Run 1, wiring heat map:
21 x 21 tiles, from dark blue (low) to red (high), scaled to the fullest tile. Values are wire area over tile area, all layers added.
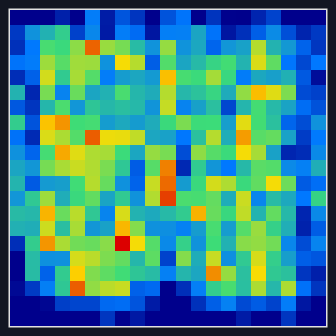
Run 1, cells coloured by class:
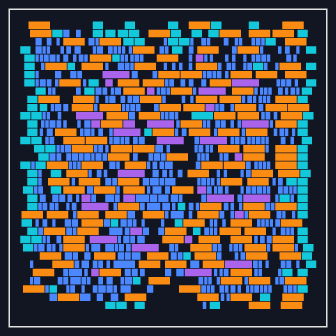
Run 1, clock wires, drivers and flops:
The bar under the picture is 20 um long.
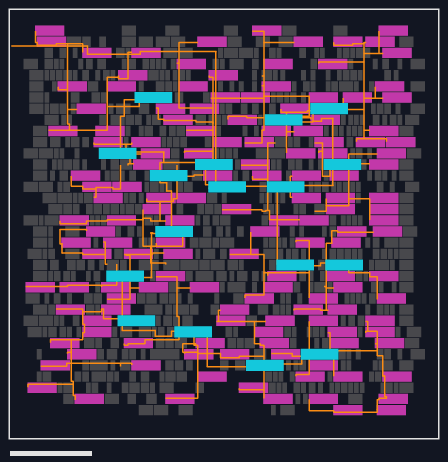
File: config.mk
export PLATFORM = sky130hd
export DESIGN_NAME = mon_host_link_flat
export DESIGN_NICKNAME = d
export VERILOG_FILES = /design/src/rtl/mon_host_link_if.sv /design/src/rtl/mon_host_link.sv /design/src/flat_wrapper.sv
export SDC_FILE = /design/constraint.sdc
export NUM_CORES = 1
export LEC_CHECK = 0
export CORE_MARGIN = 3
export CORE_UTILIZATION = 57
export CTS_BUF_LIST = sky130_fd_sc_hd__clkbuf_16
export CTS_CLUSTER_SIZE = 24
export DETAILED_ROUTE_END_ITERATION = 16
export PLACE_DENSITY_LB_ADDON = 0.08
export SLEW_MARGIN = 25
export SYNTH_ARGS = -nofsm -noshare
export SYNTH_HDL_FRONTEND = slang
export SYNTH_SLANG_ARGS = --single-unit
File: constraint.sdc
create_clock -name mon_clk -period 3.2 [get_ports mon_clk]
set_clock_uncertainty 0.05 [all_clocks]
set_input_delay 0.64 -clock mon_clk [delete_from_list [all_inputs] [get_ports mon_clk]]
set_output_delay 0.64 -clock mon_clk [all_outputs]
set_load 0.005 [all_outputs]
File: src/rtl/mon_host_link_if.sv
// Host-side bundle for the monitor serial link.
// Groups the packet handshake toward the CPU side: a transmit request
// channel (tx_data/tx_valid/tx_ready) and a receive result channel
// (rx_data/rx_valid/rx_err).
//   master : the packet user (drives tx_data/tx_valid, consumes rx results)
//   slave  : mon_host_link itself (drives tx_ready and the rx results)
interface mon_host_link_if #(
  parameter int DATA_W = 40
);
  logic [DATA_W-1:0] tx_data;
  logic              tx_valid;
  logic              tx_ready;
  logic [DATA_W-1:0] rx_data;
  logic              rx_valid;
  logic              rx_err;

  modport master (
    output tx_data, tx_valid,
    input  tx_ready, rx_data, rx_valid, rx_err
  );

  modport slave (
    input  tx_data, tx_valid,
    output tx_ready, rx_data, rx_valid, rx_err
  );
endinterface

File: src/rtl/mon_host_link.sv
// Host end of the monitor serial link.
// Serializes DATA_W-bit command packets onto to_mon and deserializes
// DATA_W-bit reply packets from from_mon, one bit per mon_clk cycle.
// Frame: start bit (0), DATA_W data bits MSB first, stop bit (1).
// Ports:
//   mon_clk  : link clock, all logic on the rising edge
//   reset_n  : synchronous active-low reset
//   host     : packet handshake bundle (slave side)
//   to_mon   : registered serial line to the device, idles high
//   from_mon : asynchronous serial line from the device, idles high
module mon_host_link #(
  parameter int DATA_W = 40,
  parameter int GAP    = 4,
  parameter int SYNC   = 2
) (
  input  logic            mon_clk,
  input  logic            reset_n,
  mon_host_link_if.slave  host,
  output logic            to_mon,
  input  logic            from_mon
);

  localparam logic [5:0] LAST_BIT = 6'(DATA_W - 1);
  localparam int         GAP_W    = (GAP > 1) ? $clog2(GAP) : 1;
  localparam logic [GAP_W-1:0] GAP_LAST = GAP_W'((GAP > 0) ? GAP - 1 : 0);

  typedef enum logic [2:0] {
    TX_IDLE  = 3'd0,
    TX_START = 3'd1,
    TX_DATA  = 3'd2,
    TX_STOP  = 3'd3,
    TX_GAP   = 3'd4
  } tx_state_t;

  typedef enum logic [1:0] {
    RX_IDLE    = 2'd0,
    RX_DATA    = 2'd1,
    RX_STOP    = 2'd2,
    RX_WAIT_HI = 2'd3
  } rx_state_t;

  tx_state_t         tx_state_r;
  logic [DATA_W-1:0] tx_shift_r;
  logic [5:0]        tx_cnt_r;
  logic [GAP_W-1:0]  gap_cnt_r;
  logic              to_mon_r;
  logic              tx_ready_r;

  logic [SYNC-1:0]   sync_r;
  logic              rxs_s;

  rx_state_t         rx_state_r;
  logic [DATA_W-1:0] rx_shift_r;
  logic [5:0]        rx_cnt_r;
  logic [DATA_W-1:0] rx_data_r;
  logic              rx_valid_r;
  logic              rx_err_r;

  // Transmit FSM: every output is registered for the state being entered,
  // so to_mon never glitches and tx_ready is low in every busy state.
  always_ff @(posedge mon_clk) begin
    if (!reset_n) begin
      tx_state_r <= TX_IDLE;
      tx_shift_r <= '0;
      tx_cnt_r   <= 6'd0;
      gap_cnt_r  <= '0;
      to_mon_r   <= 1'b1;
      tx_ready_r <= 1'b0;
    end else begin
      case (tx_state_r)
        TX_IDLE: begin
          to_mon_r <= 1'b1;
          // Accept uses the registered ready, so inputs seen while busy are ignored.
          if (host.tx_valid && tx_ready_r) begin
            tx_shift_r <= host.tx_data;
            tx_state_r <= TX_START;
            tx_ready_r <= 1'b0;
            to_mon_r   <= 1'b0;
          end else begin
            tx_ready_r <= 1'b1;
          end
        end
        TX_START: begin
          to_mon_r   <= tx_shift_r[DATA_W-1];
          tx_shift_r <= {tx_shift_r[DATA_W-2:0], 1'b0};
          tx_cnt_r   <= 6'd0;
          tx_state_r <= TX_DATA;
        end
        TX_DATA: begin
          if (tx_cnt_r == LAST_BIT) begin
            to_mon_r   <= 1'b1;
            tx_state_r <= TX_STOP;
          end else begin
            to_mon_r   <= tx_shift_r[DATA_W-1];
            tx_shift_r <= {tx_shift_r[DATA_W-2:0], 1'b0};
            tx_cnt_r   <= tx_cnt_r + 6'd1;
          end
        end
        TX_STOP: begin
          to_mon_r  <= 1'b1;
          gap_cnt_r <= '0;
          if (GAP == 0) begin
            tx_state_r <= TX_IDLE;
            tx_ready_r <= 1'b1;
          end else begin
            tx_state_r <= TX_GAP;
          end
        end
        TX_GAP: begin
          to_mon_r <= 1'b1;
          if (gap_cnt_r == GAP_LAST) begin
            tx_state_r <= TX_IDLE;
            tx_ready_r <= 1'b1;
          end else begin
            gap_cnt_r <= gap_cnt_r + 1'b1;
          end
        end
        default: begin
          tx_state_r <= TX_IDLE;
          to_mon_r   <= 1'b1;
          tx_ready_r <= 1'b0;
        end
      endcase
    end
  end

  // Synchronizer for the asynchronous from_mon line; resets to idle-high.
  always_ff @(posedge mon_clk) begin
    if (!reset_n) begin
      sync_r <= '1;
    end else begin
      sync_r <= {sync_r[SYNC-2:0], from_mon};
    end
  end

  assign rxs_s = sync_r[SYNC-1];

  // Receive FSM: the start cycle is detected in IDLE, data follows on the
  // next DATA_W cycles, and a low stop bit parks in WAIT_HI so a stuck-low
  // line reports exactly one error.
  always_ff @(posedge mon_clk) begin
    if (!reset_n) begin
      rx_state_r <= RX_IDLE;
      rx_shift_r <= '0;
      rx_cnt_r   <= 6'd0;
      rx_data_r  <= '0;
      rx_valid_r <= 1'b0;
      rx_err_r   <= 1'b0;
    end else begin
      rx_valid_r <= 1'b0;
      rx_err_r   <= 1'b0;
      case (rx_state_r)
        RX_IDLE: begin
          rx_cnt_r <= 6'd0;
          if (!rxs_s) begin
            rx_state_r <= RX_DATA;
          end else begin
            rx_state_r <= RX_IDLE;
          end
        end
        RX_DATA: begin
          rx_shift_r <= {rx_shift_r[DATA_W-2:0], rxs_s};
          if (rx_cnt_r == LAST_BIT) begin
            rx_state_r <= RX_STOP;
          end else begin
            rx_cnt_r <= rx_cnt_r + 6'd1;
          end
        end
        RX_STOP: begin
          if (rxs_s) begin
            rx_data_r  <= rx_shift_r;
            rx_valid_r <= 1'b1;
            rx_state_r <= RX_IDLE;
          end else begin
            rx_err_r   <= 1'b1;
            rx_state_r <= RX_WAIT_HI;
          end
        end
        RX_WAIT_HI: begin
          if (rxs_s) begin
            rx_state_r <= RX_IDLE;
          end else begin
            rx_state_r <= RX_WAIT_HI;
          end
        end
        default: begin
          rx_state_r <= RX_IDLE;
        end
      endcase
    end
  end

  assign to_mon        = to_mon_r;
  assign host.tx_ready = tx_ready_r;
  assign host.rx_data  = rx_data_r;
  assign host.rx_valid = rx_valid_r;
  assign host.rx_err   = rx_err_r;

endmodule
File: src/flat_wrapper.sv
// flat-port wrapper written by rule: the top's interface ports become plain ports
module mon_host_link_flat 
#(
  parameter int DATA_W = 40,
  parameter int GAP    = 4,
  parameter int SYNC   = 2
)
  (mon_clk, reset_n, to_mon, from_mon, host_tx_data, host_tx_valid, host_tx_ready, host_rx_data, host_rx_valid, host_rx_err);
  mon_host_link_if #(.DATA_W(DATA_W)) host_i ();
  input  logic mon_clk;
  input  logic reset_n;
  output logic to_mon;
  input  logic from_mon;
  input wire logic [$bits(host_i.tx_data)-1:0] host_tx_data;
  input wire logic [$bits(host_i.tx_valid)-1:0] host_tx_valid;
  output wire logic [$bits(host_i.tx_ready)-1:0] host_tx_ready;
  output wire logic [$bits(host_i.rx_data)-1:0] host_rx_data;
  output wire logic [$bits(host_i.rx_valid)-1:0] host_rx_valid;
  output wire logic [$bits(host_i.rx_err)-1:0] host_rx_err;
  assign host_i.tx_data = host_tx_data;
  assign host_i.tx_valid = host_tx_valid;
  assign host_tx_ready = host_i.tx_ready;
  assign host_rx_data = host_i.rx_data;
  assign host_rx_valid = host_i.rx_valid;
  assign host_rx_err = host_i.rx_err;
  mon_host_link #(.DATA_W(DATA_W), .GAP(GAP), .SYNC(SYNC)) u_core (.mon_clk(mon_clk), .reset_n(reset_n), .host(host_i), .to_mon(to_mon), .from_mon(from_mon));
endmodule
==> results.py, run 1 <==
# Physical implementation metrics
metrics = {
    "status": {
        "status": "finished, final reports clean",
    },
    "final_layout": {
        "clk_share_pct": 7.83,
        "buffer_area_share_pct": 13.9,
        "diodes": 0,
        "final_cell_area_sq_um": 7000,
        "layout_top_cells": "nand2_1, dfxtp_1, a21oi_1",
        "seqAreaFraction_pct": 41.5,
        "nNetsFinal": 816,
    },
    "power_and_ir_drop": {
        "seq_power_mw": 1.93,
        "switching_share_pct": 25.7,
        "pwr-share-seq_pct": 47.4,
        "power.switching_mw": 1.05,
        "p_int_mw": 3.03,
        "maxPowerGroup": "sequential cells",
        "leakagePower_nw": 2.44,
    },
    "min_path": {
        "hold_start": "u_core.sync_r[0]$_SDFF_PN1_",
        "hold_path_end": "u_core.sync_r[1]$_SDFF_PN1_",
    },
    "detailed_routing": {
        "routed.top_layer": "met4",
        "firstDrtPassIters": 5,
        "drcViolationCount": 0,
        "met1Wirelength_mm": 5.56,
    },
    "clocking": {
        "root_buffer": "clkbuf_16",
        "postCtsSetupBuffers": 0,
        "clk_pin_slew_ns": 0.06,
        "cts-resized-gates": 0,
        "cts_max_path_buffers": 2,
    },
    "global_route": {
        "grt_util_met2_pct": 41.3,
        "grt_max_degree": 82,
        "overflow": 0,
        "met3_usage_pct": 5.34,
    },
    "sta": {
        "tightestPinTransition_ns": 0.647,
        "drv_slew": 0,
        "fin_crit_sh_pct": 69.5,
        "final-setup-viol-count": 0,
        "setup_ws_ns": 0.977,
    },
    "worst_setup_path": {
        "path_delay_family": "simple AND/OR/NAND/NOR gates",
        "endpoint": "u_core.tx_cnt_r[3]$_SDFFE_PN0P_",
        "r2r_start": "u_core.tx_state_r[1]$_SDFFE_PN0P_",
        "cp.depth": 4,
        "cpPeakStageDelay_ns": 0.59,
        "start_kind": "flip-flop",
    },
    "synth": {
        "yosysMostFrequentCell": "nand2_1",
        "ys_area_sq_um": 5510,
        "synthFlopType": "dfxtp_1",
        "ys_sh_aoi_pct": 19.2,
        "mux_share_pct": 0.182,
        "synth_seq_share_pct": 52.7,
        "yosys-stat-cells": 705,
    },
    "floorplanning": {
        "fp_util_pct": 59.0,
        "dieWidth_um": 104,
    },
    "flow_run": {
        "log.warning_count": 26,
    },
    "placed_design": {
        "dp_hpwl_mm": 7.78,
        "postPlaceCellArea_sq_um": 6450,
    },
}
About 'wiring heat map':
nearly empty tiles: 8.6%
tiles over half the peak: 32%
fullest tile: 0.47
mean over tiles: 0.18
DR vias: 4,999
final WL: 12.5 mm
GR Util All Layers: 22.9%
Routed wire per std cell: 13.7 um

About 'cells coloured by class':
| class | colour | cells | share of their area |
|---|---|---|---|
| registers | orange | 145 | 42% |
| remaining buffers and delay cells | cyan | 99 | 14% |
| remaining logic cells | blue | 506 | 35% |
| clock drivers and dummy loads | purple | 31 | 8.0% |

About 'clock wires, drivers and flops':
[clock wires] orange | length: 1,550 um
[clock-net drivers] cyan | count: 17
[flip-flops] magenta | count: 145
routed clock nets: 18
P_clk: 1.82 mW
insertion delay to the later sink of the worst-skew pair: 0.41 ns
clock network power share: 44.6%

Run 1, clock nets:
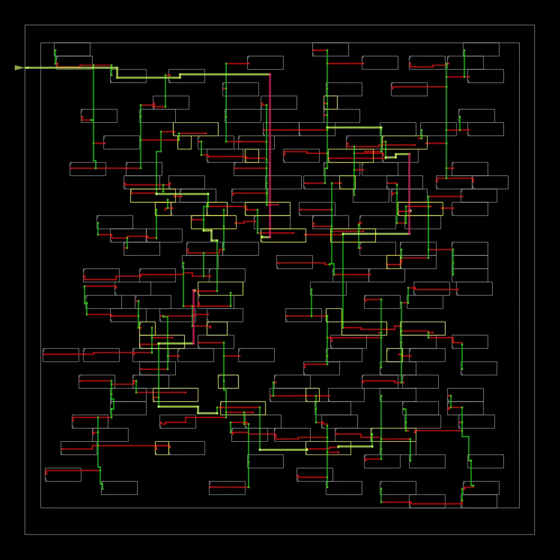

==> run 2: changes to the inputs <==
CORE_UTILIZATION = 48   (was 57)
clock period = 2 ns   (was 3.2 ns; I/O delays follow)
Run 2, clock nets:
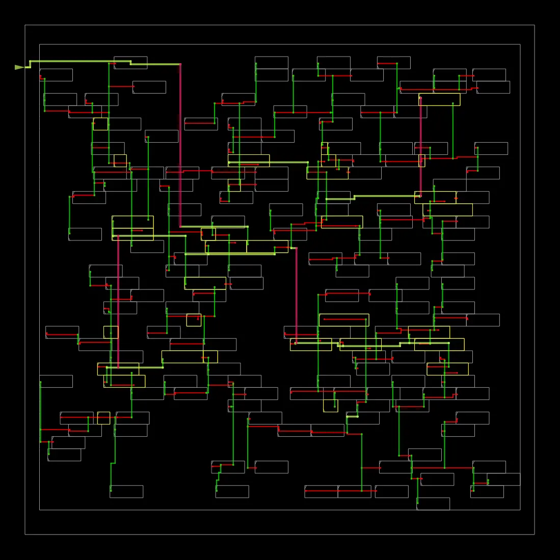
CTS sink count: 145
Flops: 145

Run 2, clock wires, drivers and flops:
The bar under the picture is 20 um long.
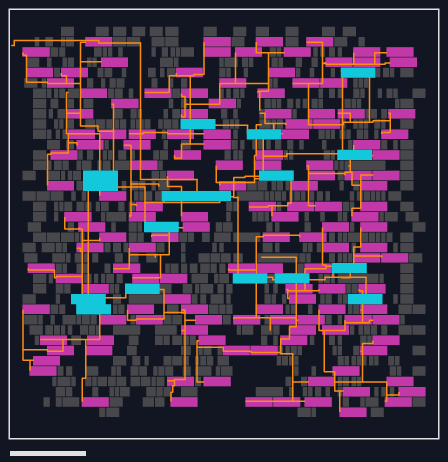
[clock-net drivers] cyan | count: 17
[clock wires] orange | length: 1,550 um
[flip-flops] magenta | count: 145
flops lie: widely spread
routed clock nets: 18
P_clk: 3.19 mW
clock network power share: 46.5%

==> results.py, run 2 <==
# Physical implementation metrics
metrics = {
    "detailed_routing": {
        "drcViolationCount": 0,
        "vias": 4944,
        "routed.top_layer": "met4",
        "firstDrtPassIters": 5,
    },
    "synth": {
        "mux_share_pct": 0.182,
        "yosys-stat-cells": 705,
        "ys_area_sq_um": 5510,
    },
    "final_layout": {
        "diodes": 0,
        "seqAreaFraction_pct": 40.3,
        "nNetsFinal": 826,
        "layout_top_cells": "nand2_1, dfxtp_1, a21oi_1",
        "clk_share_pct": 8.42,
    },
    "floorplanning": {
        "fp_util_pct": 49.9,
    },
    "sta": {
        "drv_slew": 0,
        "tightestPinTransition_ns": 0.495,
    },
    "status": {
        "status": "finished, final reports clean",
    },
    "global_route": {
        "track_usage_pct": 18.5,
        "grt_max_degree": 81,
        "grt_util_met2_pct": 31.8,
        "met3_usage_pct": 4.44,
    },
    "power_and_ir_drop": {
        "power.switching_mw": 1.62,
        "switching_share_pct": 23.6,
        "seq_power_mw": 3.09,
    },
    "min_path": {
        "hold_path_end": "u_core.sync_r[1]$_SDFF_PN1_",
        "hold_start": "u_core.sync_r[0]$_SDFF_PN1_",
    },
    "placed_design": {
        "postPlaceCellArea_sq_um": 6550,
        "dp_hpwl_mm": 7.46,
    },
    "worst_setup_path": {
        "path_delay_family": "AND-OR/OR-AND gates",
        "endpoint": "u_core.tx_shift_r[24]$_SDFFE_PN0P_",
        "r2r_start": "u_core.tx_cnt_r[0]$_SDFFE_PN0P_",
        "start_kind": "flip-flop",
    },
    "clocking": {
        "clk_pin_slew_ns": 0.06,
        "cts_max_path_buffers": 2,
        "cts-resized-gates": 0,
        "postCtsSetupBuffers": 0,
    },
    "flow_run": {
        "log.warning_count": 26,
    },
}
No activity file was given, so power comes from the tool's default toggle rates.
